## src/rtl/if_id_buffer.sv

```systemverilog
// if_id_buffer: two-entry elastic IF/ID buffer with valid/ready handshake and flush.
// IF_ID_NOP_ON_INVALID_EN forces instrd_o to a NOP whenever no entry is valid.
module if_id_buffer #(
    parameter int XLEN = 32
) (
    input  logic            clk,
    input  logic            reset,
    input  logic [XLEN-1:0] pcf_i,
    input  logic [31:0]     instr_i,
    input  logic            fetch_valid_i,
    output logic            fetch_ready_o,
    input  logic            flush_i,
    output logic            dec_valid_o,
    input  logic            dec_ready_i,
    output logic [31:0]     instrd_o,
    output logic [XLEN-1:0] pcd_o,
    output logic [XLEN-1:0] pcplus4d_o,
    output logic [1:0]      occupancy_o
);
    logic [31:0]     instr_q [2];
    logic [XLEN-1:0] pc_q    [2];
    logic [XLEN-1:0] pc4_q   [2];
    logic [1:0]      count;
    logic            head;
    logic            tail;
    logic            push;
    logic            pop;
    always_comb begin
        fetch_ready_o = count != 2'd2;
        dec_valid_o   = count != 2'd0;
        push          = fetch_valid_i && fetch_ready_o && !flush_i;
        pop           = dec_valid_o && dec_ready_i && !flush_i;
        occupancy_o   = count;
        pcd_o         = pc_q[head];
        pcplus4d_o    = pc4_q[head];
`ifdef IF_ID_NOP_ON_INVALID_EN
        instrd_o      = dec_valid_o ? instr_q[head] : 32'h0000_0013;
`else
        instrd_o      = instr_q[head];
`endif
    end
    // Flush clears only bookkeeping; entry data stays until overwritten.
    always_ff @(posedge clk or negedge reset) begin
        if (!reset) begin
            count <= 2'd0;
            head  <= 1'b0;
            tail  <= 1'b0;
            for (int k = 0; k < 2; k++) begin
                instr_q[k] <= '0;
                pc_q[k]    <= '0;
                pc4_q[k]   <= '0;
            end
        end else if (flush_i) begin
            count <= 2'd0;
            head  <= 1'b0;
            tail  <= 1'b0;
        end else begin
            if (push) begin
                instr_q[tail] <= instr_i;
                pc_q[tail]    <= pcf_i;
                pc4_q[tail]   <= pcf_i + XLEN'(4);
                tail          <= ~tail;
            end
            if (pop)
                head <= ~head;
            count <= count + {1'b0, push} - {1'b0, pop};
        end
    end
endmodule

```

## config.mk

```make
export PLATFORM = sky130hd
export DESIGN_NAME = if_id_buffer
export DESIGN_NICKNAME = d
export VERILOG_FILES = /design/src/rtl/if_id_buffer.sv
export SDC_FILE = /design/constraint.sdc
export NUM_CORES = 1
export LEC_CHECK = 0
export CORE_ASPECT_RATIO = 0.7
export CORE_MARGIN = 2
export CORE_UTILIZATION = 56
export CTS_CLUSTER_DIAMETER = 100
export DETAILED_ROUTE_END_ITERATION = 12
export PLACE_DENSITY = 0.83
export SLEW_MARGIN = 20
export SYNTH_ARGS = -nofsm -noshare
export SYNTH_HDL_FRONTEND = slang
export SYNTH_SLANG_ARGS = --single-unit
```

## constraint.sdc

```tcl
create_clock -name clk -period 4 [get_ports clk]
set_input_delay 0.6 -clock clk [delete_from_list [all_inputs] [get_ports clk]]
set_output_delay 0.6 -clock clk [all_outputs]
set_load 0.005 [all_outputs]
```

Track usage over the die:
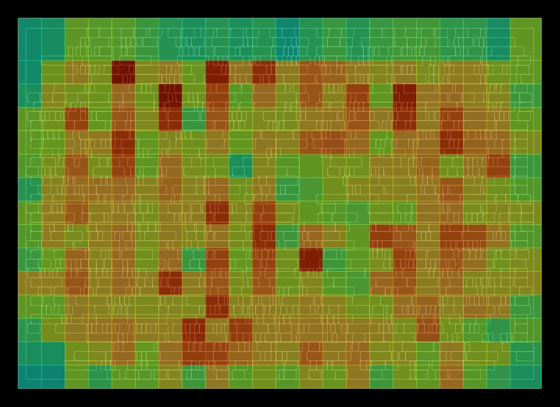
routed wire length per instance: 16.5 um
post-layout util: 73.3%
GR Layer Usage met2: 41.2%
busiest grt layer: met2

Gate-type map:
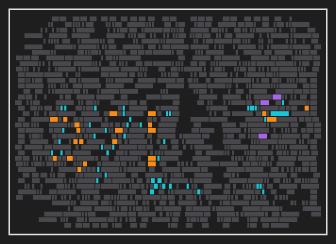
[and/or cells] orange | cells: 21
[fa/ha/maj cells] purple | cells: 3
[nor cells] cyan | cells: 43

Port wiring:
The bar under the picture is 50 um long.
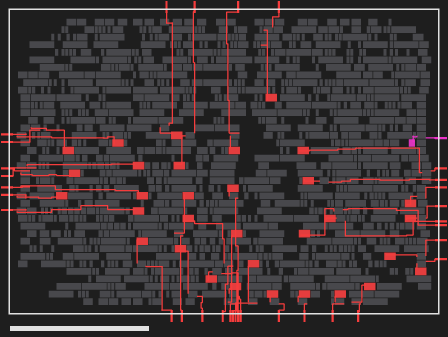
[`dec_valid_o`] magenta | bits: 1 | direction: output | edge: east | end cells: 1 | buffers: 1 | wire: 8.70 um
[`pcplus4d_o`] red | bits: 32 | direction: output | edge: 13 south, 8 east, 7 west, 4 north | end cells: 32 | buffers: 32 | wire: 1,090 um

Register map, names as in the netlist:
The bar under the picture is 50 um long.
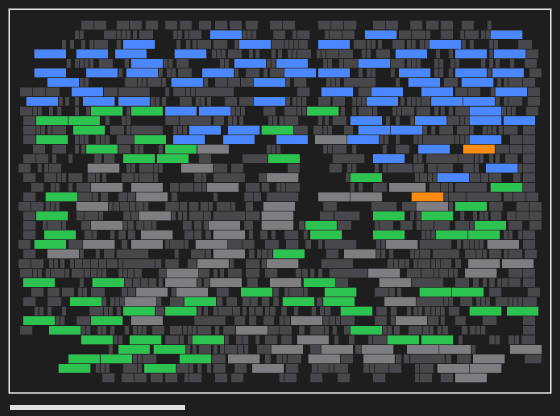
[`instr_q`] blue | placed flops: 64 | where: a horizontal strip, top
[`occupancy_o`] orange | placed flops: 2
[`pc_q`] green | placed flops: 62
not colored: 64

==> results.txt <==
impl run done, here's what came out: outcome finished, final reports clean, Crit path max-delay family buffers and inverters, setup TNS 0 ns, GRT overflow 0, Async SR Flop Fraction 100%, HP Class primary input to async pin, diode count 0, Resize count post-CTS 0, sequential power share 42.7%, Crit path buffers/inverters 2, Fin. Hold Viols 0, DRT Wirelength 21,400 um, Crit-path slowest cell dfrtp_4, Largest register FFs 64, Reg with most FFs instr_q, clock slew at the register clock pins of the worst setup and hold paths 0.07 ns, max_cap viols 0, Rel. slew slack 51.7%, cell count after synthesis 947, DRC 0, Area leader share 54.4%, row cnt 38, number of global-route vias before repair 6,862, startpoint types flip-flop, switching part of the total 30.3%, Worst Path Class, Setup flip-flop to output pin, vias per cell 5.45, cell depth of the worst setup path 3, count of library flops with an enable pin 0, total power 7.28 mW, Worst R2R Path Depth 5, Seq share, synth 54.4%, peak supply drop 0.327 mV, hold_ws 0.134 ns, antenna violations before repair 0, Core Region 15,500 sq um, Setup-failing EPs final 0
[routing by layer]
layer / share of wire, % / routed length [um] / GRT usage, % / up-vias
met4: 1.1 / 237 / 7.01 / 0
met2: 47 / 10000 / 41.2 / 223
li1: - / - / - / 3381
met5: 0 / 0 / 0 / -
met1: 47 / 9980 / 38.8 / 3472
met3: 5.6 / 1210 / 4.45 / 20
[power groups by stage]
stage / clock network, mW / logic (mW) / registers [mW]
2_1_floorplan: 0 / 1.28 / 2.99
3_3_place_gp: 0 / 2.37 / 3.09
3_5_place_dp: 0 / 2.43 / 3.13
4_1_cts: 1.74 / 2.46 / 3.11
5_1_grt: 1.84 / 2.70 / 3.21
6_report: 1.73 / 2.44 / 3.11
[logic make-up (layout without fill, tap and decap cells)]
logic type	count (synthesis)	count (layout)	synth area share, %
simple gates	490	490	23.0
flops	192	192	54.4
mux	94	94	12.0
compound gates	83	83	5.24
buf+inv	66	220	3.07
xor+xnor	19	19	1.88
fa+ha+maj	3	3	0.425
[area by class of cell]
cell class | instances | area, sq um
Clock inverter | 12 | 151
Sequential cell | 192 | 4810
Fill cell | 1088 | 4130
Tap cell | 200 | 250
Multi-Input combinational cell | 689 | 3790
Clock buffer | 20 | 447
Timing Repair Buffer | 181 | 1850
Inverter | 7 | 26.3
[Yosys cell counts (2+ instances only)]
library cell  number
buf_1             14
buf_6              2
xnor2_1           15
o21ai_0           51
mux2_2            94
nand4_4            2
clkbuf_1          40
xor2_1             4
ha_1               3
a31oi_1           26
or3_1              7
o31ai_1            6
nand4_1            4
nor4_1             4
inv_1              7
nand3_1            9
nor2_1            34
nand2_1          408
or2_2              3
or4_4              7
or4_1              2
nor3_1             3
dfrtp_1          192
buf_4              2
Power is estimated from default activity; no workload was simulated.
